===== src/rtl/hamming_pkg.sv =====
// Shared Hamming code geometry helpers for the encoder and the future decoder.
// All functions are constant-foldable so they can size ports and generate loops.
package hamming_pkg;

    localparam int MAX_DATA_W = 64;
    localparam int MAX_POS    = 128;

    // Smallest r with 2^r >= data_w + r + 1; the descending scan keeps the smallest hit.
    function automatic int calc_r(input int data_w);
        int r;
        r = 0;
        for (int i = 7; i >= 1; i--) begin
            if ((1 << i) >= data_w + i + 1) begin
                r = i;
            end
        end
        return r;
    endfunction

    function automatic int code_w(input int data_w, input int secded);
        return data_w + calc_r(data_w) + ((secded != 0) ? 1 : 0);
    endfunction

    function automatic bit is_pow2(input int pos);
        return (pos > 0) && ((pos & (pos - 1)) == 0);
    endfunction

    // Hamming position (1-based) of data bit j: the j-th non-power-of-two position.
    function automatic int data_pos(input int j);
        int n;
        int pos;
        n   = 0;
        pos = 0;
        for (int p = 3; p < MAX_POS; p++) begin
            if (!is_pow2(p)) begin
                if (n == j && pos == 0) begin
                    pos = p;
                end
                n++;
            end
        end
        return pos;
    endfunction

    // Data bits that feed parity bit p_k.
    function automatic logic [MAX_DATA_W-1:0] parity_mask(input int k, input int data_w);
        logic [MAX_DATA_W-1:0] m;
        m = '0;
        for (int j = 0; j < data_w; j++) begin
            if (((data_pos(j) >> k) & 1) != 0) begin
                m[j] = 1'b1;
            end
        end
        return m;
    endfunction

endpackage


===== src/rtl/hamming_parity_gen.sv =====
// Combinational Hamming parity tree: DATA_W data bits in, R parity bits out.
// Zero latency, no handshake; shared with the decoder for syndrome generation.
module hamming_parity_gen
    import hamming_pkg::*;
#(
    parameter int DATA_W = 8,
    localparam int R = calc_r(DATA_W)
) (
    input  logic [DATA_W-1:0] data,
    output logic [R-1:0]      parity
);

    for (genvar k = 0; k < R; k++) begin : g_par
        localparam logic [MAX_DATA_W-1:0] MASK = parity_mask(k, DATA_W);
        assign parity[k] = ^(data & MASK[DATA_W-1:0]);
    end

endmodule


===== src/rtl/hamming_encoder_pipe.sv =====
// Two-stage Hamming/SEC-DED encoder with per-word error injection and delivery counter.
// Latency 2 cycles; ready chain is combinational so a full pipe still streams 1 word/cycle.
module hamming_encoder_pipe
    import hamming_pkg::*;
#(
    parameter int DATA_W = 8,
    parameter int SECDED = 1,
    parameter int CNT_W  = 16,
    localparam int R      = calc_r(DATA_W),
    localparam int CODE_W = code_w(DATA_W, SECDED)
) (
    input  logic              clk,
    input  logic              arstn,
    input  logic              s_valid,
    output logic              s_ready,
    input  logic [DATA_W-1:0] s_data,
    input  logic [CODE_W-1:0] s_inj,
    output logic              m_valid,
    input  logic              m_ready,
    output logic [CODE_W-1:0] m_code,
    output logic [CNT_W-1:0]  cnt
);

    localparam int HW = DATA_W + R;

    logic              s1_valid;
    logic [DATA_W-1:0] s1_data;
    logic [CODE_W-1:0] s1_inj;
    logic [R-1:0]      s1_par;
    logic [R-1:0]      par_nxt;
    logic              s2_adv;
    logic [HW-1:0]     ham;
    logic [CODE_W-1:0] enc;
    logic [CODE_W-1:0] code_nxt;

    assign s2_adv  = ~m_valid | m_ready;
    assign s_ready = ~s1_valid | s2_adv;

    hamming_parity_gen #(.DATA_W(DATA_W)) u_parity_gen (
        .data   (s_data),
        .parity (par_nxt)
    );

    always_ff @(posedge clk or negedge arstn) begin
        if (!arstn) begin
            s1_valid <= 1'b0;
            s1_data  <= '0;
            s1_inj   <= '0;
            s1_par   <= '0;
        end else if (s_ready) begin
            s1_valid <= s_valid;
            if (s_valid) begin
                s1_data <= s_data;
                s1_inj  <= s_inj;
                s1_par  <= par_nxt;
            end
        end
    end

    for (genvar j = 0; j < DATA_W; j++) begin : g_dat
        localparam int P = data_pos(j);
        assign ham[P-1] = s1_data[j];
    end

    for (genvar k = 0; k < R; k++) begin : g_chk
        assign ham[(1 << k) - 1] = s1_par[k];
    end

    // Overall parity covers the clean codeword so injected errors stay visible downstream.
    if (SECDED != 0) begin : g_secded
        assign enc = {^ham, ham};
    end else begin : g_plain
        assign enc = ham;
    end

    assign code_nxt = enc ^ s1_inj;

    // m_code returns to zero whenever the output slot empties.
    always_ff @(posedge clk or negedge arstn) begin
        if (!arstn) begin
            m_valid <= 1'b0;
            m_code  <= '0;
        end else if (s2_adv) begin
            m_valid <= s1_valid;
            m_code  <= s1_valid ? code_nxt : '0;
        end
    end

    always_ff @(posedge clk or negedge arstn) begin
        if (!arstn) begin
            cnt <= '0;
        end else if (m_valid && m_ready) begin
            cnt <= cnt + 1'b1;
        end
    end

endmodule


===== config.mk =====
export PLATFORM = sky130hd
export DESIGN_NAME = hamming_encoder_pipe
export DESIGN_NICKNAME = d
export VERILOG_FILES = /design/src/rtl/hamming_pkg.sv /design/src/rtl/hamming_parity_gen.sv /design/src/rtl/hamming_encoder_pipe.sv
export SDC_FILE = /design/constraint.sdc
export NUM_CORES = 1
export LEC_CHECK = 0
export ABC_CLOCK_PERIOD_IN_PS = 1600
export CORE_UTILIZATION = 26
export CTS_CLUSTER_SIZE = 40
export DETAILED_ROUTE_END_ITERATION = 10
export DONT_BUFFER_PORTS = 1
export HOLD_SLACK_MARGIN = 0.02
export PLACE_DENSITY = 0.41
export SLEW_MARGIN = 15
export SYNTH_ARGS = -nofsm -noshare
export SYNTH_HDL_FRONTEND = slang
export SYNTH_HIERARCHICAL = 1
export SYNTH_SLANG_ARGS = --single-unit

===== constraint.sdc =====
create_clock -name clk -period 1.6 [get_ports clk]
set_input_delay 0.32 -clock clk [delete_from_list [all_inputs] [get_ports clk]]
set_output_delay 0.32 -clock clk [all_outputs]
set_load 0.02 [all_outputs]

==> results.py, run 1 <==
# Metrics from the implementation run
metrics = {
    "status": {
        "status": "finished, violations left",
        "violations": "negative hold slack",
    },
    "pwr": {
        "pwr-share-comb_pct": 28.5,
        "p_leak_nw": 1.27,
        "p_int_w": 0.00266,
        "power-per-cell-area_nw_per_um2": 1380,
        "power.share.clock_pct": 20.2,
    },
    "clock_network": {
        "clk_latency_ns": 0.31,
        "cts_tree": "done",
        "cts_made_buffers": 5,
        "cts_sinks": 56,
    },
    "sta": {
        "setup_viol_count_final": 0,
        "slew_headroom_pct": 77.3,
        "fin_setup_tns_ns": 0,
        "worst_slew_pin_slew_ns": 0.337,
        "setup_slack_ns": 0.103,
        "hold_viol": 56,
        "min_period_ns": 1.50,
        "whs_ns": -0.311,
    },
    "logic_synthesis": {
        "fp_nets": 216,
        "synth-warning-count": 6,
        "ys_seq_share_pct": 55.0,
        "ys_cells": 190,
    },
    "layout": {
        "drive_gt1_share_pct": 27.6,
        "lay_top_cells": "56 x dfrtp_1, 32 x xnor2_1, 23 x mux2_2",
        "n_antenna_cell": 0,
    },
    "floorplanning": {
        "die-width_um": 101,
        "die_h_um": 101,
        "core_um2": 9370,
    },
    "place": {
        "place.port_buffers": 0,
        "placed_cell_area_um2": 2790,
        "dp_hpwl_um": 3580,
        "gp_congestion": 0.653,
    },
    "route": {
        "via_count": 1389,
        "drtAntennaViolNets": 0,
        "drt_drc_violations_left": 0,
        "vias_per_cell": 4.10,
        "drt_pre_antenna_iters": 4,
    },
    "grt": {
        "gr-total-overflow": 0,
        "met1_usage_pct": 15.6,
        "antenna_found_initial": 0,
        "met3_usage_pct": 3.68,
    },
    "worst_setup_path": {
        "required_ns": 1.80,
        "crit_chain": "nor2b_1 -> nand2_4 -> nand2_8 -> mux2_2",
        "crit_path_max_fanout": 25,
        "endpoint_kind": "flip-flop",
        "cp_slowest_cell": "mux2_2",
    },
    "flow_run": {
        "maxCapViolations": 0,
    },
}
==> run 1: worst paths after layout <==
check / endpoint / slack [ns]
max in group asynchronous: m_code[12] / 1.80
setup / recovery: s1_data[1] / 0.10
hold / removal: m_code[7] / -0.31
hold reg to reg: cnt[4] / 0.52
min in group clk: s1_valid / 0.11
setup reg to reg: s1_data[1] / 0.10
==> run 1: cells in the mapped netlist, drive strengths merged <==
| master | count | share of area (%) |
|---|---|---|
| nand2b | 2 | 0.49 |
| or2 | 1 | 0.25 |
| o21ai | 13 | 2.6 |
| nand2 | 21 | 3.7 |
| nor4 | 1 | 0.83 |
| nor3 | 2 | 0.59 |
| xnor3 | 5 | 4.5 |
| xor2 | 8 | 2.8 |
| dfrtp | 56 | 55 |
| clkbuf | 2 | 0.34 |
| nor2b | 1 | 0.25 |
| and4 | 1 | 0.34 |
| ha | 1 | 0.49 |
| xnor2 | 33 | 12 |
| and3 | 2 | 0.49 |
| inv | 1 | 0.15 |
| nor2 | 3 | 0.44 |
| buf | 3 | 1.6 |
| nand4 | 2 | 0.49 |
| nand3 | 6 | 1.2 |
| mux2 | 26 | 12 |
==> run 1: layout make-up <==
class / count / area [µm²] / share of cell area, %
Inverter: 1 / 3.75 / 0.130
Timing Repair Buffer: 17 / 131 / 4.54
Sequential cell: 56 / 1400 / 48.4
Clock inverter: 3 / 21.3 / 0.735
Tap cell: 129 / 161 / 5.57
Multi-Input combinational cell: 128 / 1110 / 38.2
Clock buffer: 5 / 68.8 / 2.38
==> run 1: metal layers <==
layer / up-vias / wire, µm
li1: 672 / -
met2: 33 / 2220
met4: 0 / 47
met3: 2 / 308
met5: - / 0
met1: 682 / 2570
==> run 1: critical path: cells and delay by family (launching register included) <==
family / cells / cell delay, ns
flip-flops: 1 / 0.35
AND/OR/NAND/NOR: 3 / 0.66
multiplexers: 1 / 0.36
==> run 1: power by group through the flow <==
| stage | Sequential, W | Combinational (W) | Clock (W) |
|---|---|---|---|
| 4_1_cts | 0.00206 | 0.00116 | 0.000861 |
| 2_1_floorplan | 0.00216 | 0.000753 | 0 |
| 6_report | 0.00205 | 0.00114 | 0.000811 |
| 5_1_grt | 0.00211 | 0.00125 | 0.000915 |
| 3_3_place_gp | 0.00209 | 0.00115 | 0 |
| 3_5_place_dp | 0.00209 | 0.00115 | 0 |
==> run 1: logic make-up (layout without fill, tap and decap cells) <==
logic type	Yosys count	after routing	share of synthesized area (%)
compound gates	13	13	2.55
xor+xnor	46	46	18.9
fa+ha+maj	1	1	0.491
buf+inv	6	26	2.11
flops	56	56	55.0
mux	26	26	11.9
simple gates	42	42	9.04
==> run 1: flip-flops by register name, indices dropped and copies added, names as in the netlist <==
signal / cells
m_code: 13
s1_inj: 13
s1_par: 4
m_valid: 1
s1_data: 8
cnt: 16
s1_valid: 1
==> run 1: what timing repair did <==
action,4_1_cts,5_1_grt
endpoints found under the setup margin,0,27
endpoints found under the hold margin,56,56
gates resized,0,3
Run 1, metal 1:
Scale: 4 px per µm. Cells faint in the background.
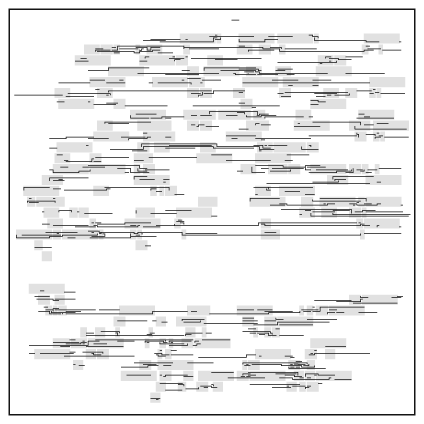
nets with wire on the layer: 211
wire length on this layer: 2570 µm
longest straight run: 44.6 µm

Run 1, signal wires on met2:
Scale: 4 px per µm.
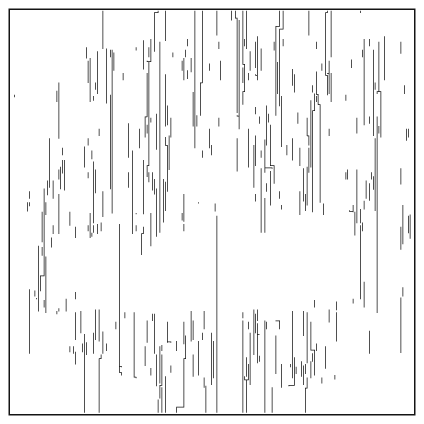
nets with wire on the layer: 198
wire length on this layer: 2220 µm
main direction: vertical
share of all routed wire: 43%
longest straight run: 49.1 µm

Run 1, the metal 3 layer:
Scale: 3 px per µm. Cells faint in the background.
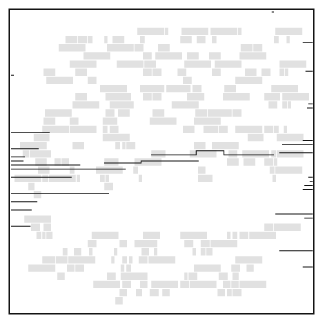
nets with wire on the layer: 29
main direction: horizontal
share of all routed wire: 6.0%
wire length on this layer: 308 µm

Run 1, track usage over the die:
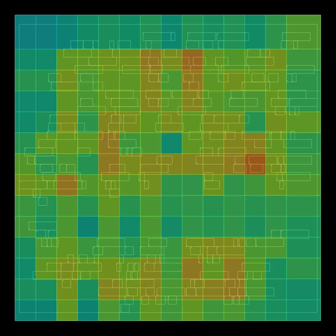

==> run 1 -> run 2 <==
REMOVE_ABC_BUFFERS = 1   (was default)
Run 2, track usage over the die:
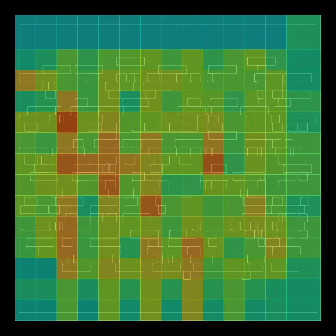
global-route met3 utilization: 4.65%
M2 GR Usage: 17.0%
GRT Overall Usage: 10.9%
GRT busiest layer: met2
GR Util met1: 13.9%

Run 2, metal 1:
Scale: 4 px per µm. Cells faint in the background.
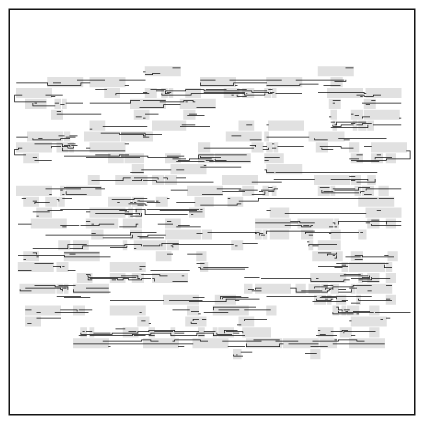
nets with wire on the layer: 217
wire length on this layer: 2260 µm
main direction: horizontal
longest straight run: 29.9 µm

==> run 2 against run 1 <==
Effect of this change: the run still ends with negative hold slack left; critical endpoint is now s1_inj[3]; power is 0.43% lower; critical path depth increased by 1; largest power group unchanged; utilization up 0.11 points.
==> results.py, run 2 <==
# Metrics from the implementation run
metrics = {
    "logic_synthesis": {
        "ys_cells": 190,
        "ys_async_sr_fraction_pct": 100,
        "synth.largest_area_cell": "dfrtp_1",
        "synth-warning-count": 6,
        "synth-edff-count": 0,
    },
    "route": {
        "drtAntennaViolNets": 0,
        "drt_pre_antenna_iters": 3,
    },
    "sta": {
        "worst_slew_pin_slew_ns": 0.348,
        "slew_headroom_pct": 76.6,
        "setup_viol_count_final": 0,
        "whs_ns": -0.300,
        "hold_viol": 56,
    },
    "clock_network": {
        "cts_sinks": 56,
        "cts_made_buffers": 5,
        "clk_latency_ns": 0.30,
    },
    "worst_setup_path": {
        "crit_path_max_fanout": 25,
        "endpoint_kind": "flip-flop",
        "critical_path_buf_inv_count": 1,
    },
    "layout": {
        "logic_area_um2": 1100,
        "drive_gt1_share_pct": 27.5,
        "lay_top_cells": "56 x dfrtp_1, 32 x xnor2_1, 23 x mux2_2",
        "seq_area_um2": 1400,
    },
    "status": {
        "status": "finished, violations left",
        "violations": "negative hold slack",
    },
    "place": {
        "place.port_buffers": 0,
    },
    "flow_run": {
        "maxCapViolations": 0,
    },
    "grt": {
        "antenna_found_initial": 0,
        "gr-total-overflow": 0,
    },
    "pwr": {
        "pwr-share-comb_pct": 28.7,
    },
    "floorplanning": {
        "die-width_um": 101,
    },
}
## run 2: logic make-up after synthesis
| group | Yosys count | share of synthesized area, % |
|---|---|---|
| adders and majority gates | 1 | 0.491 |
| and+or+nand+nor | 42 | 9.04 |
| AOI/OAI and AO/OA | 13 | 2.55 |
| buffers and inverters | 6 | 2.11 |
| muxes | 26 | 11.9 |
| xor gates and xnor gates | 46 | 18.9 |
| DFF | 56 | 55.0 |
## run 2: cell type report
type / count / share of cell area (%)
repair buffers: 18 / 5.08
clock buffers: 8 / 3.10
well taps: 129 / 5.56
multi-input cells: 128 / 37.9
inverters: 1 / 0.129
flip-flops and latches: 56 / 48.2
## run 2: per-stage QoR
step / setup TNS (ns) / util, % / cells / cell area, µm²
CTS: 0 / 30.9 / 340 / 2900
floorplan: -14.48 / - / 185 / 2500
global placement: 0 / 29.9 / 332 / 2810
detailed placement: 0 / 29.9 / 332 / 2810
finish: 0 / 31.0 / 340 / 2910
global route: 0 / 31.0 / 340 / 2910
## run 2: metal layers
| layer | wire length, µm | GRT usage [%] | vias to the layer above |
|---|---|---|---|
| li1 | - | - | 682 |
| met2 | 2300 | 17.0 | 46 |
| met4 | 44 | 3.01 | 0 |
| met3 | 497 | 4.65 | 5 |
| met5 | 0 | 0 | - |
| met1 | 2260 | 13.9 | 700 |
## run 2: power by group through the flow
stage | registers (W) | logic [W] | clock network [W]
after floorplan | 0.00216 | 0.000733 | 0
after global placement | 0.00208 | 0.00114 | 0
after detailed placement | 0.00208 | 0.00115 | 0
after CTS | 0.00206 | 0.00116 | 0.000854
after global routing | 0.00210 | 0.00126 | 0.000898
final | 0.00205 | 0.00115 | 0.000797
## run 2: repair_timing
item | CTS | global route
endpoints found under the setup margin | 22 | 1
hold endpoints to repair | 56 | 56
setup buffers | 0 | 0
gates resized | 1 | 1
gates cloned | 0 | 0
## run 2: worst max-delay path by stage
stage | from | slack (ns) | end
after floorplan | m_valid | -0.50 | s1_data[0]
after global placement | m_valid | 0.06 | s1_inj[0]
after detailed placement | m_valid | 0.01 | s1_inj[3]
after CTS | cnt[0] | 0.08 | cnt[10]
after global routing | m_valid | 0.006 | m_code[0]
final | m_valid | 0.10 | s1_inj[3]
Power figures rest on the tool's default switching activity, not on a simulated workload.
